==> images/power_grid.png <==
Pins as bars on the die edge.
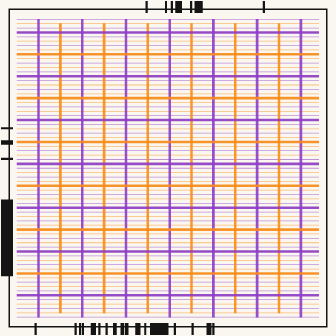
==> images/placement_by_type.png <==
Scale bar: 50 um.
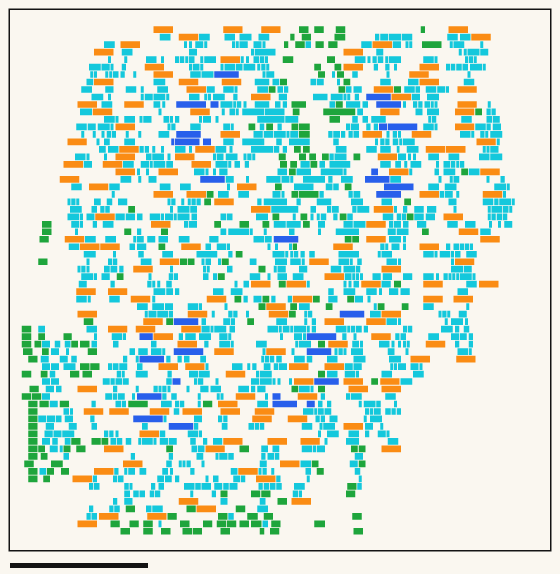
==> images/clk_routes.png <==
Scale bar: 50 um.
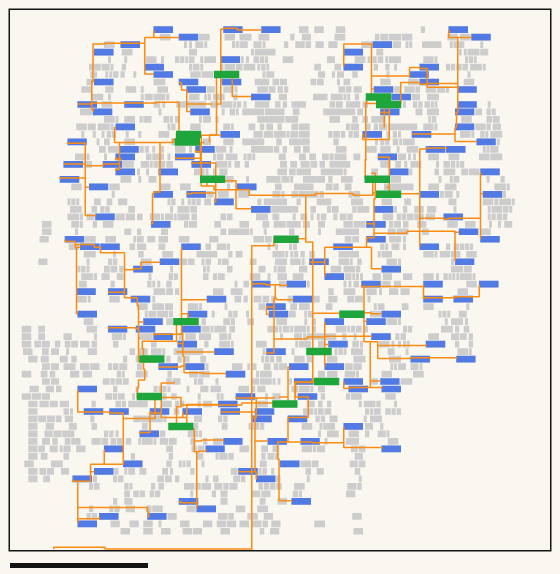
==> images/wires.png <==
Only two layers are drawn.
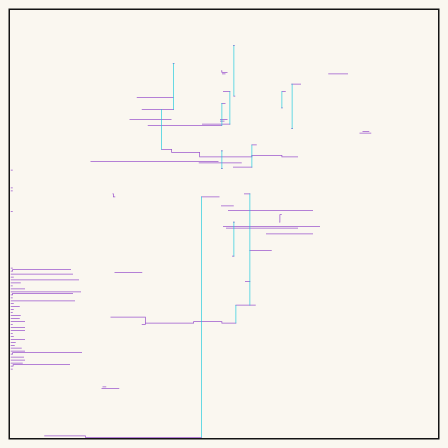
==> images/clocks.png <==
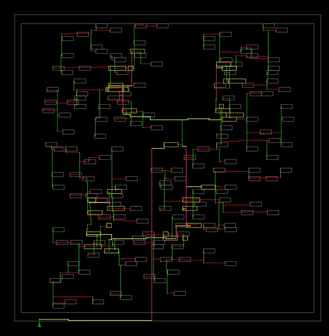
**config.mk**
```make
export PLATFORM = sky130hd
export DESIGN_NAME = hazard_scoreboard_flat
export DESIGN_NICKNAME = d
export VERILOG_FILES = /design/src/rtl/hazard_scoreboard_pkg.sv /design/src/rtl/hazard_scoreboard_if.sv /design/src/rtl/sb_timer.sv /design/src/rtl/hazard_scoreboard.sv /design/src/flat_wrapper.sv
export SDC_FILE = /design/constraint.sdc
export NUM_CORES = 1
export LEC_CHECK = 0
export CORE_MARGIN = 4
export CORE_UTILIZATION = 30
export DETAILED_ROUTE_END_ITERATION = 6
export GPL_ROUTABILITY_DRIVEN = 0
export HOLD_SLACK_MARGIN = 0.15
export MAX_ROUTING_LAYER = met4
export PLACE_DENSITY = 0.46
export SYNTH_ARGS = -nofsm -noshare
export SYNTH_HDL_FRONTEND = slang
export SYNTH_SLANG_ARGS = --single-unit
```
**constraint.sdc**
```tcl
create_clock -name clk -period 3.8 [get_ports clk]
set_input_delay 0.95 -clock clk [delete_from_list [all_inputs] [get_ports clk]]
set_output_delay 0.95 -clock clk [all_outputs]
set_load 0.01 [all_outputs]
```
**src/rtl/hazard_scoreboard_pkg.sv**
```systemverilog
// Shared encodings and defaults for the scoreboard-based hazard unit.
package hazard_scoreboard_pkg;

  localparam int unsigned NREGS_DEF  = 32;
  localparam int unsigned RA_W_DEF   = 5;
  localparam int unsigned LAT_W_DEF  = 4;
  localparam int unsigned PERF_W_DEF = 32;
  localparam int unsigned FSEL_W     = 2;

  // Default producer latencies (issue to E-forwardable).
  localparam int unsigned ALU_LAT  = 1;
  localparam int unsigned LOAD_LAT = 2;

  // E-stage operand source select.
  typedef enum logic [FSEL_W-1:0] {
    FWD_RF = 2'b00,
    FWD_W  = 2'b01,
    FWD_M  = 2'b10
  } fwd_sel_e;

  // M beats W: it holds the younger value of the register.
  function automatic fwd_sel_e fwd_pick(input logic hit_m, input logic hit_w);
    if (hit_m) begin
      return FWD_M;
    end else if (hit_w) begin
      return FWD_W;
    end
    return FWD_RF;
  endfunction

endpackage

```
**src/rtl/hazard_scoreboard_if.sv**
```systemverilog
// Pipeline <-> hazard-unit signal bundle.
interface hazard_scoreboard_if
  import hazard_scoreboard_pkg::*;
#(
  parameter int unsigned RA_W   = RA_W_DEF,
  parameter int unsigned LAT_W  = LAT_W_DEF,
  parameter int unsigned PERF_W = PERF_W_DEF
);

  logic              issue_valid_d;
  logic [RA_W-1:0]   rs1_d;
  logic [RA_W-1:0]   rs2_d;
  logic              use_rs1_d;
  logic              use_rs2_d;
  logic [RA_W-1:0]   rd_d;
  logic              we_d;
  logic [LAT_W-1:0]  lat_d;
  logic              long_op_d;
  logic              lou_busy;
  logic              pc_src_e;
  logic [RA_W-1:0]   rs1_e;
  logic [RA_W-1:0]   rs2_e;
  logic [RA_W-1:0]   rd_m;
  logic [RA_W-1:0]   rd_w;
  logic              we_m;
  logic              we_w;

  logic              stall_f;
  logic              stall_d;
  logic              flush_d;
  logic              flush_e;
  logic [FSEL_W-1:0] fwd_a_e;
  logic [FSEL_W-1:0] fwd_b_e;
  logic [PERF_W-1:0] stall_cnt;

  modport master (
    output issue_valid_d, rs1_d, rs2_d, use_rs1_d, use_rs2_d, rd_d, we_d, lat_d,
           long_op_d, lou_busy, pc_src_e, rs1_e, rs2_e, rd_m, rd_w, we_m, we_w,
    input  stall_f, stall_d, flush_d, flush_e, fwd_a_e, fwd_b_e, stall_cnt
  );

  modport slave (
    input  issue_valid_d, rs1_d, rs2_d, use_rs1_d, use_rs2_d, rd_d, we_d, lat_d,
           long_op_d, lou_busy, pc_src_e, rs1_e, rs2_e, rd_m, rd_w, we_m, we_w,
    output stall_f, stall_d, flush_d, flush_e, fwd_a_e, fwd_b_e, stall_cnt
  );

endinterface

```
**src/rtl/sb_timer.sv**
```systemverilog
// Per-register pending timer: load on issue, otherwise count down to zero and hold.
module sb_timer #(
  parameter int unsigned W = 4
) (
  input  logic         clk,
  input  logic         rst,
  input  logic         load,
  input  logic [W-1:0] val,
  output logic [W-1:0] cnt
);

  // A load wins over the decrement so the newest producer's latency sticks.
  always_ff @(posedge clk) begin
    if (rst) begin
      cnt <= '0;
    end else if (load) begin
      cnt <= val;
    end else if (cnt != '0) begin
      cnt <= cnt - W'(1);
    end
  end

endmodule

```
**src/rtl/hazard_scoreboard.sv**
```systemverilog
// Scoreboard hazard unit: per-register latency timers drive D-stage stalls,
// branch flushes and the E-stage forwarding selects.
module hazard_scoreboard
  import hazard_scoreboard_pkg::*;
#(
  parameter int unsigned NREGS  = NREGS_DEF,
  parameter int unsigned RA_W   = RA_W_DEF,
  parameter int unsigned LAT_W  = LAT_W_DEF,
  parameter int unsigned FWD_EN = 1,
  parameter int unsigned PERF_W = PERF_W_DEF
) (
  input logic               clk,
  input logic               rst,
  hazard_scoreboard_if.slave bus
);

  localparam int unsigned    LAT_X_W = LAT_W + 1;
  localparam logic [LAT_W-1:0]  LAT_MAX = '1;
  localparam logic [PERF_W-1:0] CNT_MAX = '1;

  logic [LAT_W-1:0]   pend [NREGS];
  logic [LAT_W-1:0]   lat_base;
  logic [LAT_X_W-1:0] lat_ext;
  logic [LAT_W-1:0]   eff_lat;
  logic               busy_rs1;
  logic               busy_rs2;
  logic               raw_haz;
  logic               str_haz;
  logic               hold;
  logic               issue;
  logic               wr_en;
  fwd_sel_e           fwd_a;
  fwd_sel_e           fwd_b;
  logic [PERF_W-1:0]  stall_cnt_q;

  // x0 is hardwired ready.
  assign pend[0] = '0;

  for (genvar r = 1; r < NREGS; r++) begin : g_timer
    sb_timer #(.W(LAT_W)) u_timer (
      .clk  (clk),
      .rst  (rst),
      .load (wr_en && (bus.rd_d == RA_W'(r))),
      .val  (eff_lat),
      .cnt  (pend[r])
    );
  end

  // Latency to load: zero means one; without forwarding wait two more for RF write-through.
  always_comb begin
    lat_base = (bus.lat_d == '0) ? LAT_W'(1) : bus.lat_d;
    lat_ext  = LAT_X_W'(lat_base) + LAT_X_W'(2);
    eff_lat  = lat_base;
    if (FWD_EN == 0) begin
      eff_lat = (lat_ext > LAT_X_W'(LAT_MAX)) ? LAT_MAX : lat_ext[LAT_W-1:0];
    end
  end

  // Hazard decision; a timer at 1 is already forwardable so only >=2 blocks.
  always_comb begin
    busy_rs1 = bus.use_rs1_d && (bus.rs1_d != '0) && (pend[bus.rs1_d] >= LAT_W'(2));
    busy_rs2 = bus.use_rs2_d && (bus.rs2_d != '0) && (pend[bus.rs2_d] >= LAT_W'(2));
    raw_haz  = bus.issue_valid_d && (busy_rs1 || busy_rs2);
    str_haz  = bus.issue_valid_d && bus.long_op_d && bus.lou_busy;
    hold     = (raw_haz || str_haz) && !bus.pc_src_e;
    issue    = bus.issue_valid_d && !hold && !bus.pc_src_e;
    wr_en    = issue && bus.we_d && (bus.rd_d != '0);
  end

  // E-stage operand selects.
  always_comb begin
    fwd_a = FWD_RF;
    fwd_b = FWD_RF;
    if (FWD_EN != 0) begin
      fwd_a = fwd_pick((bus.rs1_e != '0) && bus.we_m && (bus.rd_m == bus.rs1_e),
                       (bus.rs1_e != '0) && bus.we_w && (bus.rd_w == bus.rs1_e));
      fwd_b = fwd_pick((bus.rs2_e != '0) && bus.we_m && (bus.rd_m == bus.rs2_e),
                       (bus.rs2_e != '0) && bus.we_w && (bus.rd_w == bus.rs2_e));
    end
  end

  // Pipeline control; reset pins the pipe in a flushed, unstalled state.
  always_comb begin
    bus.stall_f = 1'b0;
    bus.stall_d = 1'b0;
    bus.flush_d = 1'b1;
    bus.flush_e = 1'b1;
    bus.fwd_a_e = FWD_RF;
    bus.fwd_b_e = FWD_RF;
    if (!rst) begin
      bus.stall_f = hold;
      bus.stall_d = hold;
      bus.flush_d = bus.pc_src_e;
      bus.flush_e = hold || bus.pc_src_e;
      bus.fwd_a_e = fwd_a;
      bus.fwd_b_e = fwd_b;
    end
  end

  // Saturating count of stalled cycles.
  always_ff @(posedge clk) begin
    if (rst) begin
      stall_cnt_q <= '0;
    end else if (hold && (stall_cnt_q != CNT_MAX)) begin
      stall_cnt_q <= stall_cnt_q + PERF_W'(1);
    end
  end

  assign bus.stall_cnt = stall_cnt_q;

endmodule

```
**src/flat_wrapper.sv**
```systemverilog
// flat-port wrapper written by rule: the top's interface ports become plain ports
module hazard_scoreboard_flat import hazard_scoreboard_pkg::*;
#(
  parameter int unsigned NREGS  = NREGS_DEF,
  parameter int unsigned RA_W   = RA_W_DEF,
  parameter int unsigned LAT_W  = LAT_W_DEF,
  parameter int unsigned FWD_EN = 1,
  parameter int unsigned PERF_W = PERF_W_DEF
)
  (clk, rst, bus_issue_valid_d, bus_rs1_d, bus_rs2_d, bus_use_rs1_d, bus_use_rs2_d, bus_rd_d, bus_we_d, bus_lat_d, bus_long_op_d, bus_lou_busy, bus_pc_src_e, bus_rs1_e, bus_rs2_e, bus_rd_m, bus_rd_w, bus_we_m, bus_we_w, bus_stall_f, bus_stall_d, bus_flush_d, bus_flush_e, bus_fwd_a_e, bus_fwd_b_e, bus_stall_cnt);
  hazard_scoreboard_if #(.RA_W(RA_W), .LAT_W(LAT_W), .PERF_W(PERF_W)) bus_i ();
  input logic clk;
  input logic rst;
  input wire logic [$bits(bus_i.issue_valid_d)-1:0] bus_issue_valid_d;
  input wire logic [$bits(bus_i.rs1_d)-1:0] bus_rs1_d;
  input wire logic [$bits(bus_i.rs2_d)-1:0] bus_rs2_d;
  input wire logic [$bits(bus_i.use_rs1_d)-1:0] bus_use_rs1_d;
  input wire logic [$bits(bus_i.use_rs2_d)-1:0] bus_use_rs2_d;
  input wire logic [$bits(bus_i.rd_d)-1:0] bus_rd_d;
  input wire logic [$bits(bus_i.we_d)-1:0] bus_we_d;
  input wire logic [$bits(bus_i.lat_d)-1:0] bus_lat_d;
  input wire logic [$bits(bus_i.long_op_d)-1:0] bus_long_op_d;
  input wire logic [$bits(bus_i.lou_busy)-1:0] bus_lou_busy;
  input wire logic [$bits(bus_i.pc_src_e)-1:0] bus_pc_src_e;
  input wire logic [$bits(bus_i.rs1_e)-1:0] bus_rs1_e;
  input wire logic [$bits(bus_i.rs2_e)-1:0] bus_rs2_e;
  input wire logic [$bits(bus_i.rd_m)-1:0] bus_rd_m;
  input wire logic [$bits(bus_i.rd_w)-1:0] bus_rd_w;
  input wire logic [$bits(bus_i.we_m)-1:0] bus_we_m;
  input wire logic [$bits(bus_i.we_w)-1:0] bus_we_w;
  output wire logic [$bits(bus_i.stall_f)-1:0] bus_stall_f;
  output wire logic [$bits(bus_i.stall_d)-1:0] bus_stall_d;
  output wire logic [$bits(bus_i.flush_d)-1:0] bus_flush_d;
  output wire logic [$bits(bus_i.flush_e)-1:0] bus_flush_e;
  output wire logic [$bits(bus_i.fwd_a_e)-1:0] bus_fwd_a_e;
  output wire logic [$bits(bus_i.fwd_b_e)-1:0] bus_fwd_b_e;
  output wire logic [$bits(bus_i.stall_cnt)-1:0] bus_stall_cnt;
  assign bus_i.issue_valid_d = bus_issue_valid_d;
  assign bus_i.rs1_d = bus_rs1_d;
  assign bus_i.rs2_d = bus_rs2_d;
  assign bus_i.use_rs1_d = bus_use_rs1_d;
  assign bus_i.use_rs2_d = bus_use_rs2_d;
  assign bus_i.rd_d = bus_rd_d;
  assign bus_i.we_d = bus_we_d;
  assign bus_i.lat_d = bus_lat_d;
  assign bus_i.long_op_d = bus_long_op_d;
  assign bus_i.lou_busy = bus_lou_busy;
  assign bus_i.pc_src_e = bus_pc_src_e;
  assign bus_i.rs1_e = bus_rs1_e;
  assign bus_i.rs2_e = bus_rs2_e;
  assign bus_i.rd_m = bus_rd_m;
  assign bus_i.rd_w = bus_rd_w;
  assign bus_i.we_m = bus_we_m;
  assign bus_i.we_w = bus_we_w;
  assign bus_stall_f = bus_i.stall_f;
  assign bus_stall_d = bus_i.stall_d;
  assign bus_flush_d = bus_i.flush_d;
  assign bus_flush_e = bus_i.flush_e;
  assign bus_fwd_a_e = bus_i.fwd_a_e;
  assign bus_fwd_b_e = bus_i.fwd_b_e;
  assign bus_stall_cnt = bus_i.stall_cnt;
  hazard_scoreboard #(.NREGS(NREGS), .RA_W(RA_W), .LAT_W(LAT_W), .FWD_EN(FWD_EN), .PERF_W(PERF_W)) u_core (.clk(clk), .rst(rst), .bus(bus_i));
endmodule
```
==> impl_metrics.ini <==
; synthesis and place-and-route metrics
[logic_synthesis]
yosys-top-cells-count = nor2_1 (180), dfxtp_1 (156), mux2_2 (90), a21oi_1 (79), nor3_1 (74)
adder_share_pct = 7.421
top_area_share_pct = 29.40
syn-cell-area_sq_mm = 0.01062
area_leaders = dfxtp_1 (29%), mux2_2 (9.5%), ha_1 (7.4%), nor2_1 (6.4%), mux2_1 (5.3%)
xor_area_share_pct = 6.432
muxShareOfSynthArea_pct = 16.00
ys_async_sr_fraction_pct = 0
ys_cells = 1261
ys_ff = 156
ys_sh_simple_pct = 26.92
yosys_area_sq_mm = 0.01062
ys_sh_aoi_pct = 8.376
synth-edff-count = 0
most_common_cell = nor2_1

[power]
power_leader = combinational logic
p_leak_nw = 5.304
worst_ir_drop_vdd_mv = 0.3413
total_power_mw = 9.560

[timing]
finalCritPeriodShare_pct = 98.02
setup_ws_ns = 0.07517
hold_ws_ns = 0.4995
setup_viol = 0
finalMaxSlewViolations = 0
max_freq_mhz = 268.5
relSlewSlack_pct = 43.38

[final_layout]
register_area_sq_mm = 0.003123
logic_gate_count = 971
largest_class = logic gates
fin_area_sq_mm = 0.01356
buffers = 188
sh_comb_area_pct = 53.35
inv_count = 68
final_cell_mix = nor2_1 (176), dfxtp_1 (156), buf_4 (91)
logic_area_sq_mm = 0.007233
drive_gt1_share_pct = 21.63
n_fill_cell = 3564
seq_share_pct = 23.03
top_register = u_core.g_timer.u_timer.cnt
buf_share_pct = 12.50
num_antenna_cells = 0
lay_top_count = nor2_1

[clock_network]
cts.reportedPaths.clkPinSlew_ns = 0.07
hold_buffers = 0
insertion_delay_ns = 0.43
cts_root_buf = clkbuf_16
clock_path_buffers = 2
cts_max_level = 4

[run]
max_cap_violations = 0
warnings = 58

[setup_path]
end_kind = output pin
r2r_start = u_core.g_timer[24].u_timer.cnt[2]
critPathMaxStageDelay_ns = 0.52
cp-start-kind = input pin
path_buffers = 3
crit_type = in2out
r2r_slack_ns = 0.59
cp_slowest_cell = mux4_2
cp-startpoint = bus_rs1_d[0]
crit_path_frequent_cell = buf_6
path_cells = buf_6 -> buf_6 -> mux4_2 -> a2111oi_4 -> a31oi_2 -> a31oi_4 -> o22ai_4 -> nand2_2 -> nand2b_1 -> buf_2
worstPathArrival_ns = 2.77
r2r-end = u_core.bus.stall_cnt[6]

[worst_hold_path]
hold_depth = 2
hold_end = u_core.bus.stall_cnt[29]
hp-start = u_core.bus.stall_cnt[29]

[placement]
io_buffers = 89
pre_cts_ws_ns = -0.8967
place_area_sq_mm = 0.01250
post-dp-hpwl_um = 21930

[routing]
drc = 0
dr.max_layer_used = met4
met3WireLength_um = 959
ant_nets = 0
m1WireLength_um = 14420
route.met2.wl_um = 14980
vias_per_cell = 5.025

[global_routing]
gr-total-overflow = 0
grt_max_degree = 73
met1_usage_pct = 20.16
grt_pass1_vias = 9006

[floorplan]
rows = 68
nWellTaps = 455

[run_status]
outcome = complete, no violations
Notes on power_grid.png above:
Purple marks VSS. Orange marks VDD.
69 met1 rails follow the rows. 13 straps on met5.

Notes on placement_by_type.png above:
Orange marks flops, cells 156. Green marks other buffers and delay cells, cells 188. Cyan marks combinational and other logic, cells 1,039. Blue marks clock drivers and dummy loads, cells 32.
Core Region: 0.03471 sq mm
Util after Layout: 39.06%

Notes on clk_routes.png above:
Green marks clock drivers, count 17. Orange marks clock wires, length 2,540 um. Blue marks flip-flops, count 156.
Position of the flops: widely spread.
Clock Skews: 0.01201 ns
power in the clock group: 2.01 mW

Notes on wires.png above:
Purple marks metal 3, wire length 959 um. Cyan marks metal 4, wire length 319 um.
routed wire length: 30,670 um
wire per inst: 16.40 um
Vias: 9,396
All-Layer GR Usage: 16.06%

Notes on clocks.png above:
TritonCTS buffer count: 17
# clk buffers: 19
flop count: 156

Power and IR drop assume default switching activity.
